The metal 1 layer:
The bar under the picture is 50 um long.
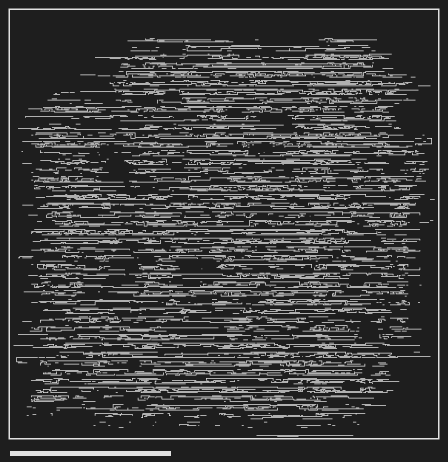
The metal 2 layer:
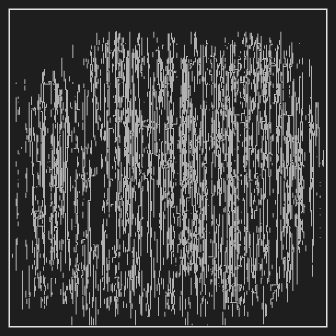
Placement density heat map:
The bar under the picture is 50 um long. The die is cut into 13 by 13 equal tiles; black is low, pale yellow is high, 0 to 100% covered.
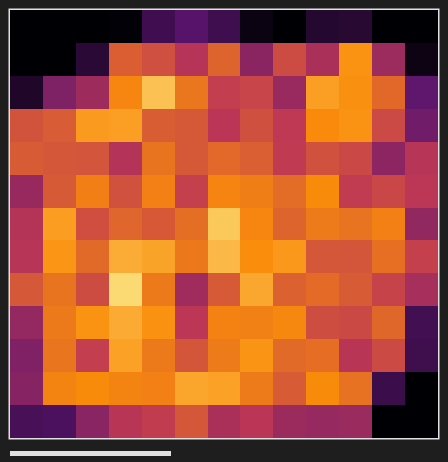
Routed metal per tile:
The bar under the picture is 50 um long. The die is cut into 27 by 27 equal tiles; black is low, pale yellow is high, scaled to the fullest tile. Values are wire area over tile area, all layers added.
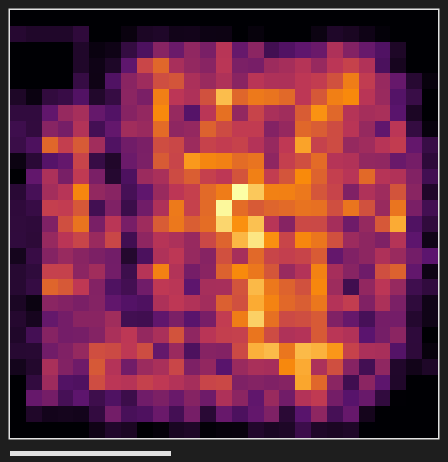
<file path="src/rtl/ifm_addr_gen_pkg.sv">
// Shared types and derived-geometry helpers for the IFM address generator.
package ifm_addr_gen_pkg;

  typedef logic [1:0] state_t;

  localparam state_t ST_IDLE = 2'd0;
  localparam state_t ST_EMIT = 2'd1;
  localparam state_t ST_DONE = 2'd2;

  function automatic int unsigned win_len(input int unsigned k, input int unsigned c);
    return k * k * c;
  endfunction

  function automatic int unsigned cols(input int unsigned ifm, input int unsigned k,
                                       input int unsigned step);
    return (ifm - k) / step + 1;
  endfunction

  function automatic int unsigned rows(input int unsigned ifm, input int unsigned k,
                                       input int unsigned stride);
    return (ifm - k) / stride + 1;
  endfunction

  function automatic int unsigned plane(input int unsigned ifm);
    return ifm * ifm;
  endfunction

  // A modulus of 1 still needs a 1-bit counter register.
  function automatic int unsigned cnt_width(input int unsigned modulus);
    return (modulus > 1) ? $clog2(modulus) : 1;
  endfunction

endpackage

</file>
<file path="src/rtl/ifm_addr_gen_if.sv">
// Handshake bundle between layer sequencer / IFM buffer and ifm_addr_gen.
// win_last is present only when IFM_ADDR_GEN_LAST_EN is defined.
interface ifm_addr_gen_if #(
  parameter int unsigned ADDR_WIDTH = 19
);
  logic                  start;
  logic [ADDR_WIDTH-1:0] ifm_base;
  logic                  addr_ready;
  logic [ADDR_WIDTH-1:0] ifm_addr;
  logic                  addr_valid;
  logic                  busy;
  logic                  done;
`ifdef IFM_ADDR_GEN_LAST_EN
  logic                  win_last;

  modport master (output start, ifm_base, addr_ready,
                  input  ifm_addr, addr_valid, busy, done, win_last);
  modport slave  (input  start, ifm_base, addr_ready,
                  output ifm_addr, addr_valid, busy, done, win_last);
`else
  modport master (output start, ifm_base, addr_ready,
                  input  ifm_addr, addr_valid, busy, done);
  modport slave  (input  start, ifm_base, addr_ready,
                  output ifm_addr, addr_valid, busy, done);
`endif
endinterface

</file>
<file path="src/rtl/ifm_addr_cnt.sv">
// Wrap-around loop counter: counts 0..MODULUS-1 on en, cleared by clr.
module ifm_addr_cnt
  import ifm_addr_gen_pkg::*;
#(
  parameter int unsigned MODULUS = 3,
  parameter int unsigned WIDTH   = cnt_width(MODULUS)
) (
  input  logic clk,
  input  logic rst,
  input  logic clr,
  input  logic en,
  output logic at_max,
  output logic wrap
);

  logic [WIDTH-1:0] cnt_q, cnt_d;

  assign at_max = (cnt_q == WIDTH'(MODULUS - 1));
  assign wrap   = en & at_max;

  always_comb begin
    cnt_d = cnt_q;
    if (clr) begin
      cnt_d = '0;
    end else if (en) begin
      cnt_d = at_max ? '0 : cnt_q + WIDTH'(1);
    end
  end

  always_ff @(posedge clk) begin
    if (rst) begin
      cnt_q <= '0;
    end else begin
      cnt_q <= cnt_d;
    end
  end

endmodule

</file>
<file path="src/rtl/ifm_addr_gen.sv">
// Walks a KxKxC window over the IFM plane, one address per ready/valid handshake.
// Optional win_last output enabled by IFM_ADDR_GEN_LAST_EN.
module ifm_addr_gen
  import ifm_addr_gen_pkg::*;
#(
  parameter int unsigned KERNEL_SIZE = 3,
  parameter int unsigned STRIDE      = 1,
  parameter int unsigned COL_STEP    = 16,
  parameter int unsigned IFM_SIZE    = 34,
  parameter int unsigned IFM_CHANNEL = 3,
  parameter int unsigned ADDR_WIDTH  = 19
) (
  input  logic          clk,
  input  logic          rst,
  ifm_addr_gen_if.slave bus
);

  localparam int unsigned COLS_N = cols(IFM_SIZE, KERNEL_SIZE, COL_STEP);
  localparam int unsigned ROWS_N = rows(IFM_SIZE, KERNEL_SIZE, STRIDE);

  localparam logic [ADDR_WIDTH-1:0] KY_INC  = ADDR_WIDTH'(IFM_SIZE);
  localparam logic [ADDR_WIDTH-1:0] CH_INC  = ADDR_WIDTH'(plane(IFM_SIZE));
  localparam logic [ADDR_WIDTH-1:0] COL_INC = ADDR_WIDTH'(COL_STEP);
  localparam logic [ADDR_WIDTH-1:0] ROW_INC = ADDR_WIDTH'(STRIDE * IFM_SIZE);

  state_t state_q, state_d;

  // Nested origins: row of windows > window > channel > kernel line > address.
  logic [ADDR_WIDTH-1:0] row_q, row_d, win_q, win_d, chan_q, chan_d;
  logic [ADDR_WIDTH-1:0] line_q, line_d, addr_q, addr_d;

  logic hs, clr, win_end;
  logic kx_max, ky_max, ch_max, col_max, row_max;
  logic kx_wrap, ky_wrap, ch_wrap, col_wrap, row_wrap;

  assign hs      = (state_q == ST_EMIT) & bus.addr_ready;
  assign clr     = (state_q == ST_IDLE) & bus.start;
  assign win_end = kx_max & ky_max & ch_max;

  ifm_addr_cnt #(.MODULUS(KERNEL_SIZE)) u_kx (
    .clk(clk), .rst(rst), .clr(clr), .en(hs), .at_max(kx_max), .wrap(kx_wrap)
  );
  ifm_addr_cnt #(.MODULUS(KERNEL_SIZE)) u_ky (
    .clk(clk), .rst(rst), .clr(clr), .en(hs & kx_max), .at_max(ky_max), .wrap(ky_wrap)
  );
  ifm_addr_cnt #(.MODULUS(IFM_CHANNEL)) u_ch (
    .clk(clk), .rst(rst), .clr(clr), .en(hs & kx_max & ky_max), .at_max(ch_max),
    .wrap(ch_wrap)
  );
  ifm_addr_cnt #(.MODULUS(COLS_N)) u_col (
    .clk(clk), .rst(rst), .clr(clr), .en(hs & win_end), .at_max(col_max), .wrap(col_wrap)
  );
  ifm_addr_cnt #(.MODULUS(ROWS_N)) u_row (
    .clk(clk), .rst(rst), .clr(clr), .en(hs & win_end & col_max), .at_max(row_max),
    .wrap(row_wrap)
  );

  always_comb begin
    state_d = state_q;
    row_d   = row_q;
    win_d   = win_q;
    chan_d  = chan_q;
    line_d  = line_q;
    addr_d  = addr_q;
    case (state_q)
      ST_IDLE: begin
        if (bus.start) begin
          state_d = ST_EMIT;
          row_d   = bus.ifm_base;
          win_d   = bus.ifm_base;
          chan_d  = bus.ifm_base;
          line_d  = bus.ifm_base;
          addr_d  = bus.ifm_base;
        end
      end
      ST_EMIT: begin
        if (hs) begin
          if (row_wrap) begin
            state_d = ST_DONE;
          end else if (col_wrap & ~row_max) begin
            row_d  = row_q + ROW_INC;
            win_d  = row_d;
            chan_d = row_d;
            line_d = row_d;
            addr_d = row_d;
          end else if (ch_wrap) begin
            win_d  = win_q + COL_INC;
            chan_d = win_d;
            line_d = win_d;
            addr_d = win_d;
          end else if (ky_wrap) begin
            chan_d = chan_q + CH_INC;
            line_d = chan_d;
            addr_d = chan_d;
          end else if (kx_wrap) begin
            line_d = line_q + KY_INC;
            addr_d = line_d;
          end else begin
            addr_d = addr_q + ADDR_WIDTH'(1);
          end
        end
      end
      ST_DONE: state_d = ST_IDLE;
      default: state_d = ST_IDLE;
    endcase
  end

  always_ff @(posedge clk) begin
    if (rst) begin
      state_q <= ST_IDLE;
      row_q   <= '0;
      win_q   <= '0;
      chan_q  <= '0;
      line_q  <= '0;
      addr_q  <= '0;
    end else begin
      state_q <= state_d;
      row_q   <= row_d;
      win_q   <= win_d;
      chan_q  <= chan_d;
      line_q  <= line_d;
      addr_q  <= addr_d;
    end
  end

  assign bus.ifm_addr   = addr_q;
  assign bus.addr_valid = (state_q == ST_EMIT);
  assign bus.busy       = (state_q != ST_IDLE);
  assign bus.done       = (state_q == ST_DONE);
`ifdef IFM_ADDR_GEN_LAST_EN
  assign bus.win_last   = (state_q == ST_EMIT) & win_end;
`endif

endmodule

</file>
<file path="src/flat_wrapper.sv">
// flat-port wrapper written by rule: the top's interface ports become plain ports
module ifm_addr_gen_flat import ifm_addr_gen_pkg::*;
#(
  parameter int unsigned KERNEL_SIZE = 3,
  parameter int unsigned STRIDE      = 1,
  parameter int unsigned COL_STEP    = 16,
  parameter int unsigned IFM_SIZE    = 34,
  parameter int unsigned IFM_CHANNEL = 3,
  parameter int unsigned ADDR_WIDTH  = 19
)
  (clk, rst, bus_start, bus_ifm_base, bus_addr_ready, bus_ifm_addr, bus_addr_valid, bus_busy, bus_done);
  ifm_addr_gen_if #(.ADDR_WIDTH(ADDR_WIDTH)) bus_i ();
  input  logic clk;
  input  logic rst;
  input wire logic [$bits(bus_i.start)-1:0] bus_start;
  input wire logic [$bits(bus_i.ifm_base)-1:0] bus_ifm_base;
  input wire logic [$bits(bus_i.addr_ready)-1:0] bus_addr_ready;
  output wire logic [$bits(bus_i.ifm_addr)-1:0] bus_ifm_addr;
  output wire logic [$bits(bus_i.addr_valid)-1:0] bus_addr_valid;
  output wire logic [$bits(bus_i.busy)-1:0] bus_busy;
  output wire logic [$bits(bus_i.done)-1:0] bus_done;
  assign bus_i.start = bus_start;
  assign bus_i.ifm_base = bus_ifm_base;
  assign bus_i.addr_ready = bus_addr_ready;
  assign bus_ifm_addr = bus_i.ifm_addr;
  assign bus_addr_valid = bus_i.addr_valid;
  assign bus_busy = bus_i.busy;
  assign bus_done = bus_i.done;
  ifm_addr_gen #(.KERNEL_SIZE(KERNEL_SIZE), .STRIDE(STRIDE), .COL_STEP(COL_STEP), .IFM_SIZE(IFM_SIZE), .IFM_CHANNEL(IFM_CHANNEL), .ADDR_WIDTH(ADDR_WIDTH)) u_core (.clk(clk), .rst(rst), .bus(bus_i));
endmodule
</file>
<file path="config.mk">
export PLATFORM = sky130hd
export DESIGN_NAME = ifm_addr_gen_flat
export DESIGN_NICKNAME = d
export VERILOG_FILES = /design/src/rtl/ifm_addr_gen_pkg.sv /design/src/rtl/ifm_addr_gen_if.sv /design/src/rtl/ifm_addr_cnt.sv /design/src/rtl/ifm_addr_gen.sv /design/src/flat_wrapper.sv
export SDC_FILE = /design/constraint.sdc
export NUM_CORES = 1
export LEC_CHECK = 0
export ABC_AREA = 1
export CAP_MARGIN = 20
export CORE_MARGIN = 2
export CORE_UTILIZATION = 46
export DETAILED_ROUTE_END_ITERATION = 10
export PLACE_DENSITY = 0.67
export SLEW_MARGIN = 20
export SYNTH_ARGS = -nofsm -noshare
export SYNTH_HDL_FRONTEND = slang
export SYNTH_SLANG_ARGS = --single-unit
export TNS_END_PERCENT = 1
</file>
<file path="constraint.sdc">
create_clock -name clk -period 2 [get_ports clk]
set_input_delay 0.2 -clock clk [delete_from_list [all_inputs] [get_ports clk]]
set_output_delay 0.2 -clock clk [all_outputs]
set_load 0.05 [all_outputs]
</file>
==> reports/metrics.sh <==
OUTCOME='finished clean'
ANTENNA_CELLS=0
GRT_FIRST_PASS_WIRELENGTH_MM=39.8
YOSYS.STAT.SEQSHARE_PCT=28.6
FLOORPLAN.DIE_AREA_UM2=17600
FILL_CELLS=1637
PLACEMENT_ROWS=47
POWER_FRAC_CLOCK_PCT=30.0
DRC=0
REGTOREGSTARTPOINT='u_core.state_q[1]'
R2R_SLACK_NS=0.05
SYNTH_CELLS=1286
NUMBER_OF_DISTINCT_LIBRARY_CELLS_AFTER_SYNTHESIS=38
POWER.COMBINATIONAL.FRACTION_PCT=29.0
DIE_WIDTH_UM=133
HTREEDEPTH=3
CP_STARTPOINT_KIND='register'
CRIT_START='u_core.bus.ifm_addr[5]'
POST_SYNTH_AO_OA_AREA_FRACTION_PCT=17.8
DRT_ITER0_DRC=879
ASYNC_RESET_FF_SHARE_PCT=0
TIMING_WORST_SETUP_PATH_TYPE='register to primary output'
MET2WIRELENGTH_MM=11.5
VIAS_IN_THE_FIRST_GLOBAL_ROUTE=7784
FIN_WS_NS=0.0528
NUMBER_OF_VIAS_PER_CELL=5.51
-- 'the metal 1 layer' (at the start) --
- share of all routed wire: 46%
- longest straight run: 45.5 um
- wire length on this layer: 11,900 um
- nets with wire on the layer: 1,326
- main direction: horizontal
routed wire length: 25.9 mm
global routing usage on met1: 40.1%

-- 'the metal 2 layer' (at the start) --
- wire length on this layer: 11,500 um
- nets with wire on the layer: 1,111
- longest straight run: 54.9 um

-- 'placement density heat map' (at the start) --
- tiles over 75% full: 14%
- fullest tile: 92%
- mean over tiles: 53%
- emptiest ninth of the die: top left
- nearly empty tiles: 7.1%

-- 'routed metal per tile' (at the start) --
- tiles over half the peak: 27%
- emptiest ninth of the die: top left
- mean over tiles: 0.24
- fullest tile: 0.69
- densest ninth of the die: middle
- nearly empty tiles: 11%
All-Layer GR Usage: 28.3%
total via count after detailed routing: 8,928
wire length per cell after detailed routing: 16.0 um

==> synthesized netlist by cell type, types with 2 or more instances <==
cell / instances / share of area [%]
o211a_1: 2 / 0.26
nand3b_1: 6 / 0.59
nand3_1: 93 / 6.1
nand2_1: 392 / 19
nor2_4: 4 / 0.59
nor2_2: 3 / 0.25
buf_4: 3 / 0.29
nand4_1: 17 / 1.4
buf_1: 3 / 0.15
a21oi_1: 119 / 7.8
xor2_1: 42 / 4.8
or2_2: 3 / 0.25
buf_2: 7 / 0.46
inv_1: 111 / 5.5
xnor2_1: 6 / 0.69
o21ai_0: 124 / 8.1
dfxtp_1: 109 / 29
nor2_1: 144 / 7.1
a211oi_1: 2 / 0.20
nand3_4: 2 / 0.46
nand2_2: 6 / 0.49
a31oi_1: 2 / 0.16
a21boi_0: 4 / 0.39
inv_2: 5 / 0.25
o211ai_1: 2 / 0.20
ha_1: 7 / 1.1
o21ai_1: 7 / 0.46
clkbuf_1: 36 / 1.8
nor4_1: 2 / 0.16
nand2_4: 2 / 0.29
nor3_1: 14 / 0.92
==> power groups by stage <==
stage	clock network, mW	registers, mW	logic (mW)
final	1.91	2.61	1.85
after floorplan	0	2.74	0.971
after CTS	1.91	2.60	1.75
after detailed placement	0	2.64	1.72
after global routing	2.02	2.64	2.04
after global placement	0	2.64	1.71
==> registers in the layout, indices dropped and copies added (netlist names) <==
register,cells
u_core.chan_q,19
u_core.u_row.cnt_q,5
u_core.state_q,2
u_core.u_kx.cnt_q,2
u_core.bus.ifm_addr,19
u_core.u_ch.cnt_q,2
u_core.u_col.at_max,1
u_core.row_q,19
u_core.u_ky.cnt_q,2
u_core.win_q,19
u_core.line_q,19
==> worst max-delay path, stage by stage, from the launching register on <==
cell	delay, ns
dfxtp_1	0.42
buf_4	0.17
clkdlybuf4s50_1	0.80
Power figures rest on the tool's default switching activity, not on a simulated workload.
